### Placement density heat map

Scale: 8 px per um. The die is cut into 9 by 9 equal tiles; white is low, dark blue is high, 0 to 100% covered.
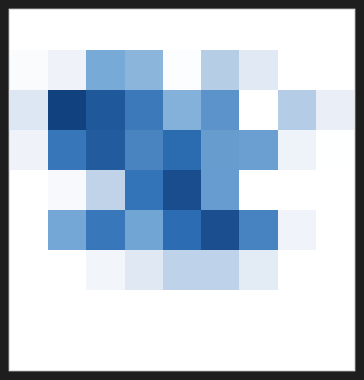
### Power grid

Scale: 8 px per um. Pins as bars on the die edge. Tap cells in gray.
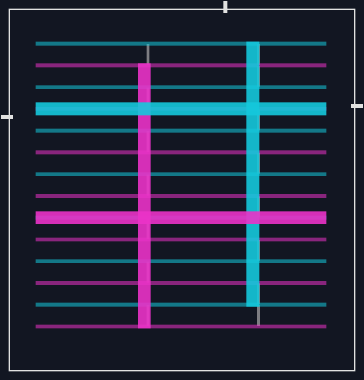
### Wiring by layer

Scale: 12 px per um.
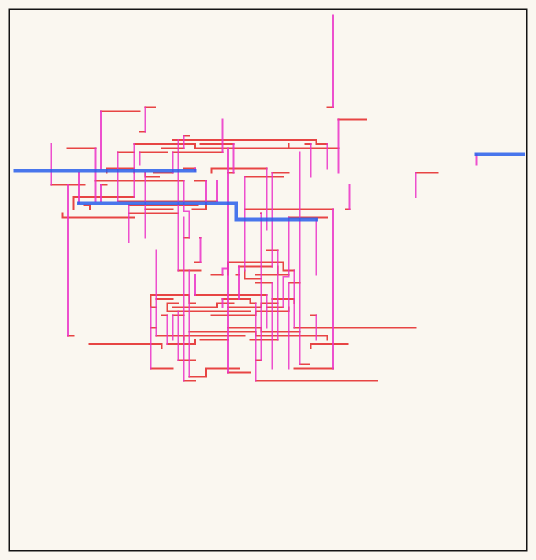
### Sizing map

Scale: 8 px per um.
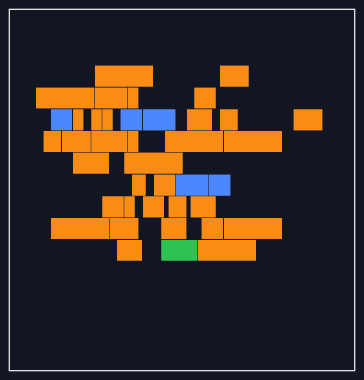
### src/rtl/counter91.sv
// -----------------------------------------------------------------------------
// counter91 -- load-triggered interval timer.
//
// A rising edge that samples ld=1 loads a 7-bit down-counter with CYCLES-1 and
// clears dn. Each following edge with ld=0 counts down. The first edge that
// finds the counter already at zero raises dn, which lands exactly CYCLES edges
// after the last load edge. The counter then parks at zero; it never wraps and
// never re-triggers on its own. Only another load starts a new interval.
//
// ld doubles as the block's reset. It is synchronous and active-high, and there
// is no asynchronous reset. State is undefined until the first load edge.
//
// Build option:
//   COUNTER91_PULSE_EN  undefined (default): dn is sticky once raised.
//                       defined: dn is high for exactly one cycle per load
//                       sequence. A "fired" flag, cleared by ld, remembers that
//                       the pulse was already issued. Both builds behave the
//                       same up to and including the rising edge of dn.
//
// Parameters:
//   CYCLES  edges from a load edge until dn asserts, legal range 2..127
//
// Ports:
//   clk  in   single clock, rising edge only
//   ld   in   synchronous load / reset, active high
//   dn   out  done flag, driven straight from a flop
// -----------------------------------------------------------------------------
module counter91 #(
    parameter int CYCLES = 91
) (
    input  logic clk,
    input  logic ld,
    output logic dn
);

    localparam logic [6:0] LOAD_VAL = 7'(CYCLES - 1);

    logic [6:0] r_cnt;
    logic       r_dn;
    logic       w_cnt_zero;

    assign w_cnt_zero = (r_cnt == 7'd0);

`ifdef COUNTER91_PULSE_EN
    logic r_fired;

    always_ff @(posedge clk) begin
        if (ld) begin
            r_cnt   <= LOAD_VAL;
            r_dn    <= 1'b0;
            r_fired <= 1'b0;
        end else if (!w_cnt_zero) begin
            r_cnt   <= r_cnt - 7'd1;
            r_dn    <= 1'b0;
        end else begin
            // Counter is parked at zero. Raise dn only on the first such edge.
            r_dn    <= ~r_fired;
            r_fired <= 1'b1;
        end
    end
`else
    always_ff @(posedge clk) begin
        if (ld) begin
            r_cnt <= LOAD_VAL;
            r_dn  <= 1'b0;
        end else if (!w_cnt_zero) begin
            r_cnt <= r_cnt - 7'd1;
            r_dn  <= 1'b0;
        end else begin
            // Counter is parked at zero, so dn latches high until the next load.
            r_dn  <= 1'b1;
        end
    end
`endif

    assign dn = r_dn;

endmodule

### config.mk
export PLATFORM = sky130hd
export DESIGN_NAME = counter91
export DESIGN_NICKNAME = d
export VERILOG_FILES = /design/src/rtl/counter91.sv
export SDC_FILE = /design/constraint.sdc
export NUM_CORES = 1
export LEC_CHECK = 0
export CAP_MARGIN = 5
export CORE_AREA = 3 3 40 42
export CTS_BUF_LIST = sky130_fd_sc_hd__clkbuf_4 sky130_fd_sc_hd__clkbuf_8
export DETAILED_ROUTE_END_ITERATION = 10
export DIE_AREA = 0 0 43 45
export PLACE_DENSITY = 0.48
export SETUP_SLACK_MARGIN = 0.1
export SYNTH_ARGS = -nofsm -noshare
export SYNTH_HDL_FRONTEND = slang
export SYNTH_SLANG_ARGS = --single-unit
### constraint.sdc
create_clock -name clk -period 2.7 [get_ports clk]
set_clock_uncertainty 0.2 [all_clocks]
set_input_delay 0.27 -clock clk [delete_from_list [all_inputs] [get_ports clk]]
set_output_delay 0.27 -clock clk [all_outputs]
set_load 0.02 [all_outputs]
==> impl_metrics.yaml <==
# yosys + openroad results
run_status:
  status: "complete, no violations"
pwr:
  p_comb_uw: 29.8
  p_comb_share_pct: 11.7
  p_per_area_nw_per_um2: 588
  seqPwrFrac_pct: 53.2
  power.internal_uw: 193
  top_power_group: "sequential cells"
  switching_power_uw: 61.1
  clk-power_uw: 89.0
  p_seq_uw: 135
die:
  num_rows: 13
  fp.dieW_um: 43
  core_area_um2: 1280
  initial_core_util_pct: 30.3
  tap_cells: 15
run:
  cap_violations: 0
  tool_warnings: 27
sta:
  period_minus_slack_ps: 1840
  fin_hold_ws_ps: 326
  slew_headroom_pct: 71.9
  setup_viol: 0
  period_used_pct: 68.2
  rsz0062_at_grt: "no"
  max_freq_ghz: 0.543
  max_slew.worst_pin.slew_ps: 417
  finalWorstSetupSlack_ps: 859
setup_path:
  r2r_setup_slack_ps: 860
  path_delay_family: "simple AND/OR/NAND/NOR gates"
  setup.worst_path.start: "r_cnt[4]"
  cp_cell_sequence: "nor4_1, and3b_1, mux2_1"
  path_class: "reg2reg"
  crit_cells: 3
  crit_path_end: "r_cnt[0]"
  crit_path_start_kind: "flip-flop"
  worstReg2RegEnd: "r_cnt[0]"
  regToRegStartpoint: "r_cnt[4]"
  critPathRequiredTime_ps: 2640
  worst-path-max-fanout: 7
placed_design:
  pre_cts_ws_ps: 874
  place_inst: 52
  portBuffers: 2
finish:
  n_all_inverters: 2
  post-route-util_pct: 33.6
  comb_area_um2: 203
  flops: 8
  final_cell_mix: "dfxtp_1, nor2_1, clkbuf_4"
  clkCellAreaFrac_pct: 5.22
  seq_share_pct: 37.1
  drive_above_1_share_pct: 15.0
  top_register: "r_cnt"
  postLayoutCellArea_um2: 432
  comb_share_pct: 47.0
  num-nonclk-buffers: 2
  fin_cells: 55
  largest_class: "combinational gates"
  areaGrowthSynthToFinish_pct: 10.9
  fill_cells: 127
  largest_reg_flops: 7
  nClkBuffers: 3
clock_network:
  cts.sinks: 8
  cts_tree: "built"
  root_buffer: "clkbuf_4"
  clk_latency_ps: 250
  cts_resized: 0
  postCtsHoldBufs: 0
  clk_pin_slew_ps: 50
  cts_made_buffers: 3
global_route:
  grt_usage_pct: 7.44
  grt_use_met2_pct: 9.88
  gr-usage-met3_pct: 5.98
  grt_pass1_wl_um: 1010
  busiest_layer: "met2"
  groute.layer.met1.usage_pct: 9.27
  grt-ovfl-total: 0
synthesis:
  syn_nets: 41
  top_cells_by_count: "dfxtp_1, nor2_1"
  ys_chip_area_um2: 389
  synth_top_area_share_pct: 41.2
  ys_ff: 8
  syn_area_um2: 389
  logic_family: "simple AND/OR/NAND/NOR gates"
  xor_area_share_pct: 6.75
  yosys-stat-cells: 37
  ys_types: 22
  postSynthCellCount: 37
  ys_sh_simple_pct: 19.9
  synth.area.top_cells: "dfxtp_1, ha_1, xnor2_1"
  fa_ha_area_share_pct: 6.43
  aoi_share_pct: 13.5
  yosysSeqAreaShare_pct: 41.2
  syn_avg_cell_area_um2: 10.5
routing:
  firstDrtPassIters: 1
  post_drt_wl_per_cell_um: 10.9
  routed-via-count: 267
  vias_per_cell: 4.85
  first_iter_violations: 0
  highest_layer: "met3"
  wl_um: 602
  route.met3.wl_um: 40
  ant_nets: 0
hold_path:
  hold_end: "r_cnt[5]"
  worstHoldStart: "r_cnt[5]"
  hold_class: "reg2reg"
-- 'Placement density heat map' (at the start) --
8.6% of the tiles are over 75% full. The densest ninth of the die: center. 52% of the tiles are nearly empty.

-- 'Power grid' (at the start) --
Key: VSS = magenta; VDD = cyan
2 straps on met4. 2 straps on met5. 14 met1 rails follow the rows. The core has 13 rows.

-- 'Wiring by layer' (at the start) --
Key: met1 = red [wire length 280 um]; met3 = blue [wire length 40.0 um]; met2 = magenta [wire length 283 um]

-- 'Sizing map' (at the start) --
Key: drive 3 to 4 = blue [cells 5, share 13%]; drive 2 = green [cells 1, share 2.5%]; drive 1 or less = orange [cells 34, share 85%]

Power and IR drop assume default switching activity.
